$ cat config.mk
export PLATFORM = sky130hd
export DESIGN_NAME = process_scheduler
export DESIGN_NICKNAME = d
export VERILOG_FILES = /design/src/rtl/process_scheduler.sv
export SDC_FILE = /design/constraint.sdc
export NUM_CORES = 1
export LEC_CHECK = 0
export ABC_AREA = 1
export CAP_MARGIN = 40
export CORE_MARGIN = 1.5
export CORE_UTILIZATION = 25
export DETAILED_ROUTE_END_ITERATION = 8
export HOLD_SLACK_MARGIN = 0.1
export SKIP_LAST_GASP = 1
export SLEW_MARGIN = 5
export SYNTH_ARGS = -nofsm -noshare
export SYNTH_HDL_FRONTEND = slang
export SYNTH_SLANG_ARGS = --single-unit
$ cat constraint.sdc
create_clock -name Clock -period 2.4 [get_ports Clock]
set_input_delay 0.24 -clock Clock [delete_from_list [all_inputs] [get_ports Clock]]
set_output_delay 0.24 -clock Clock [all_outputs]
set_load 0.005 [all_outputs]
$ cat src/rtl/process_scheduler.sv
// Round-robin process scheduler: drains the core on preemption or halt, saves the
// running PC into the process table and reloads the core with the next active slot.
module process_scheduler #(
  parameter int NUM_PROC = 4,
  parameter int PC_WIDTH = 32,
  parameter int PID_W    = $clog2(NUM_PROC)
) (
  input  logic                Clock,
  input  logic                Reset,
  input  logic                quantum_end,
  input  logic                Halt,
  input  logic [PC_WIDTH-1:0] pc_current,
  input  logic                switch_ack,
  input  logic                proc_create,
  input  logic [PC_WIDTH-1:0] proc_create_pc,
  output logic                switch_req,
  output logic                pc_load,
  output logic [PC_WIDTH-1:0] pc_next,
  output logic                quantum_enable,
  output logic [PID_W-1:0]    current_pid,
  output logic                table_full,
  output logic                idle
);

  // state  | meaning
  // IDLE   | no active process, waiting for a create
  // RUN    | a process owns the core, quantum timer enabled
  // DRAIN  | switch requested, waiting for the pipeline to drain
  // SAVE   | store resume PC, or retire the slot on halt
  // SELECT | round-robin search for the next active slot
  // LOAD   | hand the selected PC to the core
  typedef enum logic [2:0] {
    S_IDLE, S_RUN, S_DRAIN, S_SAVE, S_SELECT, S_LOAD
  } state_t;

  state_t              state, state_nxt;
  logic [NUM_PROC-1:0] active, active_nxt;
  logic [PC_WIDTH-1:0] pc_table [NUM_PROC];
  logic [PC_WIDTH-1:0] saved_pc;
  logic                terminate;
  logic                first_run;
  logic                create_ok;
  logic [PID_W-1:0]    free_pid;
  logic [PID_W-1:0]    sel_pid;
  logic                sel_found;

  // Both scans run backwards so the last hit is the highest-priority one.
  always_comb begin
    free_pid = '0;
    for (int i = NUM_PROC - 1; i >= 0; i--) begin
      if (!active[i]) free_pid = PID_W'(i);
    end
    sel_pid   = current_pid;
    sel_found = 1'b0;
    for (int k = NUM_PROC; k >= 1; k--) begin
      if (active[current_pid + PID_W'(k)]) begin
        sel_pid   = current_pid + PID_W'(k);
        sel_found = 1'b1;
      end
    end
  end

  assign create_ok = proc_create && !table_full;

  always_comb begin
    active_nxt = active;
    if (create_ok) active_nxt[free_pid] = 1'b1;
    if (state == S_SAVE && terminate) active_nxt[current_pid] = 1'b0;
  end

  always_comb begin
    state_nxt = state;
    case (state)
      S_IDLE:   if (|active) state_nxt = S_SELECT;
      // The timer still shows the old quantum's level in the first RUN cycle.
      S_RUN:    if (Halt || (quantum_end && !first_run)) state_nxt = S_DRAIN;
      S_DRAIN:  if (switch_ack) state_nxt = S_SAVE;
      S_SAVE:   state_nxt = S_SELECT;
      S_SELECT: state_nxt = sel_found ? S_LOAD : S_IDLE;
      S_LOAD:   state_nxt = S_RUN;
      default:  state_nxt = S_IDLE;
    endcase
  end

  always_ff @(posedge Clock) begin
    if (Reset) begin
      state          <= S_IDLE;
      active         <= '0;
      for (int i = 0; i < NUM_PROC; i++) pc_table[i] <= '0;
      saved_pc       <= '0;
      terminate      <= 1'b0;
      first_run      <= 1'b0;
      current_pid    <= PID_W'(NUM_PROC - 1);
      pc_next        <= '0;
      switch_req     <= 1'b0;
      pc_load        <= 1'b0;
      quantum_enable <= 1'b0;
      table_full     <= 1'b0;
      idle           <= 1'b1;
    end else begin
      state      <= state_nxt;
      active     <= active_nxt;
      table_full <= &active_nxt;
      first_run  <= (state == S_LOAD);
      if (create_ok) pc_table[free_pid] <= proc_create_pc;
      if (state == S_SAVE && !terminate) pc_table[current_pid] <= saved_pc;
      if (state == S_RUN && state_nxt == S_DRAIN) terminate <= Halt;
      if (state == S_DRAIN && switch_ack) saved_pc <= pc_current;
      if (state == S_SELECT && sel_found) begin
        current_pid <= sel_pid;
        pc_next     <= pc_table[sel_pid];
      end
      switch_req     <= (state_nxt == S_DRAIN);
      pc_load        <= (state_nxt == S_LOAD);
      quantum_enable <= (state_nxt == S_RUN);
      idle           <= (state_nxt == S_IDLE);
    end
  end

endmodule

==> notes.md <==
Implementation status.

- The combinational family with the most area after synthesis is simple AND/OR/NAND/NOR gates.
- The synthesized netlist occupies a cell area of roughly 9900 um^2.
- Hold-check failures listed in the final report amount to 0.
- The flip-flop and latch count after synthesis is 208.
- The max-cap violation count is 0.
- For this run, the detailed router's first-pass iteration total came to 6.
- Across all stage logs, warnings added up to 29.
- CTS reports a maximum clock tree buffer depth of 3.
- The number of flip-flops in the largest register is roughly 130.
- The number of global-route vias before repair was 8142.
- Among the stages of the critical path, the cell type that occurs most often is sky130_fd_sc_hd__nand2_1.
- The simple-gate portion of the synthesized area is 24.1%.
- Each instance of the synthesized netlist takes up on average around 8.4 um^2.
- The run finished with clean final reports.
- The most critical setup path has its endpoint at pc_next[8].
- Counting flops with a built-in enable in the synthesized netlist gives ~130.
- After detailed routing, the average wire length per cell comes to between 15 and 20 um.
- According to the timing report, the data required time at the worst endpoint equals 2.84 ns.
- On the worst path, the slowest cell contributes a delay of 0.41 ns.
- For reference, XOR and XNOR gates occupy 0% of the area reported after synthesis.
- STA classifies the critical path endpoint as a flip-flop.
- The number of setup buffers added after CTS is 0.
- The clock network area share is 6.92%.
- The congestion estimate from routability-driven global placement came to approximately 0.8.
- Setup repair after global routing left no endpoint under its margin.
- The path class of the lowest-slack min-delay path is input pin to flip-flop.
- The horizontal die size is 202 um.
- The clock buffers instantiated in the layout total 30.
- The number of cells on the worst hold path is 3.
- The number of antenna violations at the first check in global routing is 1.
- The wire-length estimate of the detail-placed layout is roughly 20000 um.
- Hold timing on the final database bottoms out at a slack of 0.244 ns.
- The worst supply voltage drop on vdd is 0.538 mV.
- In this run the power density over the cells is 756 nW/um^2.
- By instance count, the leading cell after synthesis is sky130_fd_sc_hd__nand3_1.
- For this configuration, the core starts out at a cell density of about a quarter.
- After routing the design area is around 13000 um^2.
- Sorting the synthesized cells by area gives the leading types as sky130_fd_sc_hd__edfxtp_1 39%, sky130_fd_sc_hd__dfxtp_1 16%, sky130_fd_sc_hd__nand3_1 13%.
- The clock root buffer master is sky130_fd_sc_hd__clkbuf_16.
- The transition at the pin with the smallest max-transition slack is ~0.52 ns.
- The worst slack after detailed placement is approximately 0.21 ns.
- Across all checked pins, the minimum headroom to the slew limit is between 60% and 70%.
- The register with the most flip-flops is pc_table.
- The global-route wire length before repair is roughly 45000 um.
- The top fanout value on the critical path is 26.
- The pin count of the biggest net entering global routing is 48.
## power breakdown
| group | internal [uW] | switching (uW) |
|---|---|---|
| clock network | 2460 | 1470 |
| registers | 4020 | 79.0 |
| logic | 582 | 903 |
| total | 7060 | 2450 |
## routing by layer
| layer | GRT usage (%) | up-vias | share of wire, % |
|---|---|---|---|
| met1 | 17.3 | 3912 | 41 |
| met4 | 4.53 | 2 | 2.4 |
| met3 | 2.00 | 48 | 6.5 |
| met5 | 0 | - | 0.059 |
| li1 | - | 4167 | - |
| met2 | 25.3 | 265 | 50 |
## stage by stage
| step | utilization [%] | cells |
|---|---|---|
| global placement | 30.1 | 1771 |
| detailed placement | 30.1 | 1771 |
| global route | 32.4 | 1817 |
| finish | 32.4 | 1817 |
| CTS | 32.4 | 1817 |
| floorplan | - | 1185 |
Fig. 1: PDN straps and rails
Scale bar: 50 um. Pins as bars on the die edge. Tap cells in gray.
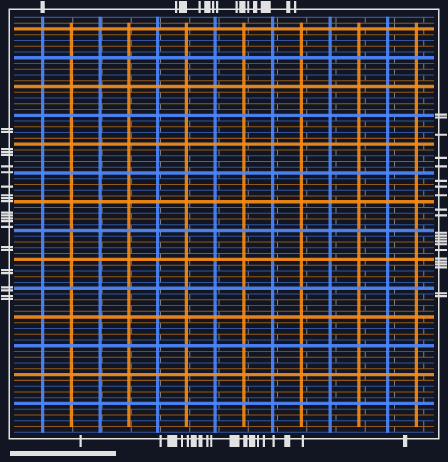
color	net
blue	VSS
orange	VDD
signal pins	109
met1 rails	73

Fig. 2: cells colored by class
Scale bar: 50 um.
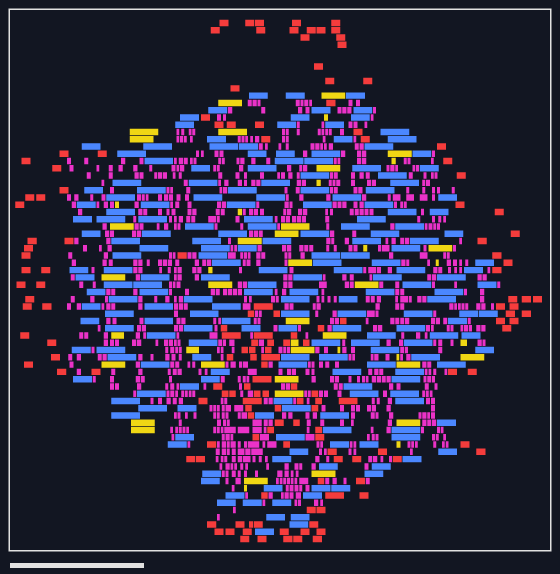
color	class	cells	share of their area
magenta	combinational and other logic	893	34%
yellow	clock drivers and dummy loads	46	7.3%
blue	flops	208	46%
red	other buffers and delay cells	152	13%
Rows: 72
core region area: 38800 um^2
final core utilization: 32.4%
proportion of cell area occupied by registers: 43.3%

Fig. 3: clock distribution
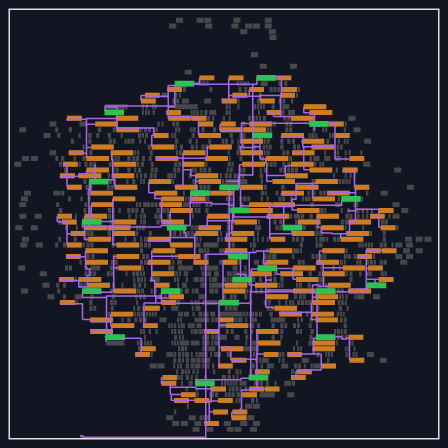
[green] clock drivers | count: 25
[orange] flip-flops | count: 208
[purple] clock wires | length: 2690 um
routed clock nets	26

Fig. 4: wiring by layer
Scale bar: 50 um. Only two layers are drawn.
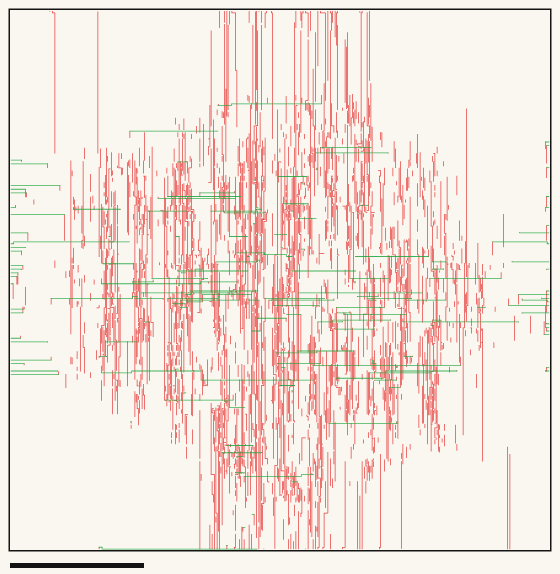
color	layer	wire length
green	metal 3	1870 um
red	metal 2	14500 um

Fig. 5: placement view
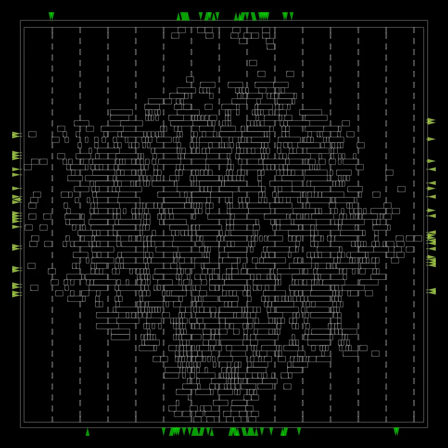
fill cell count: 4038
number of tap cells inserted: 518
final std cells w/o fill: 1817

No activity file was given, so power comes from the tool's default toggle rates.
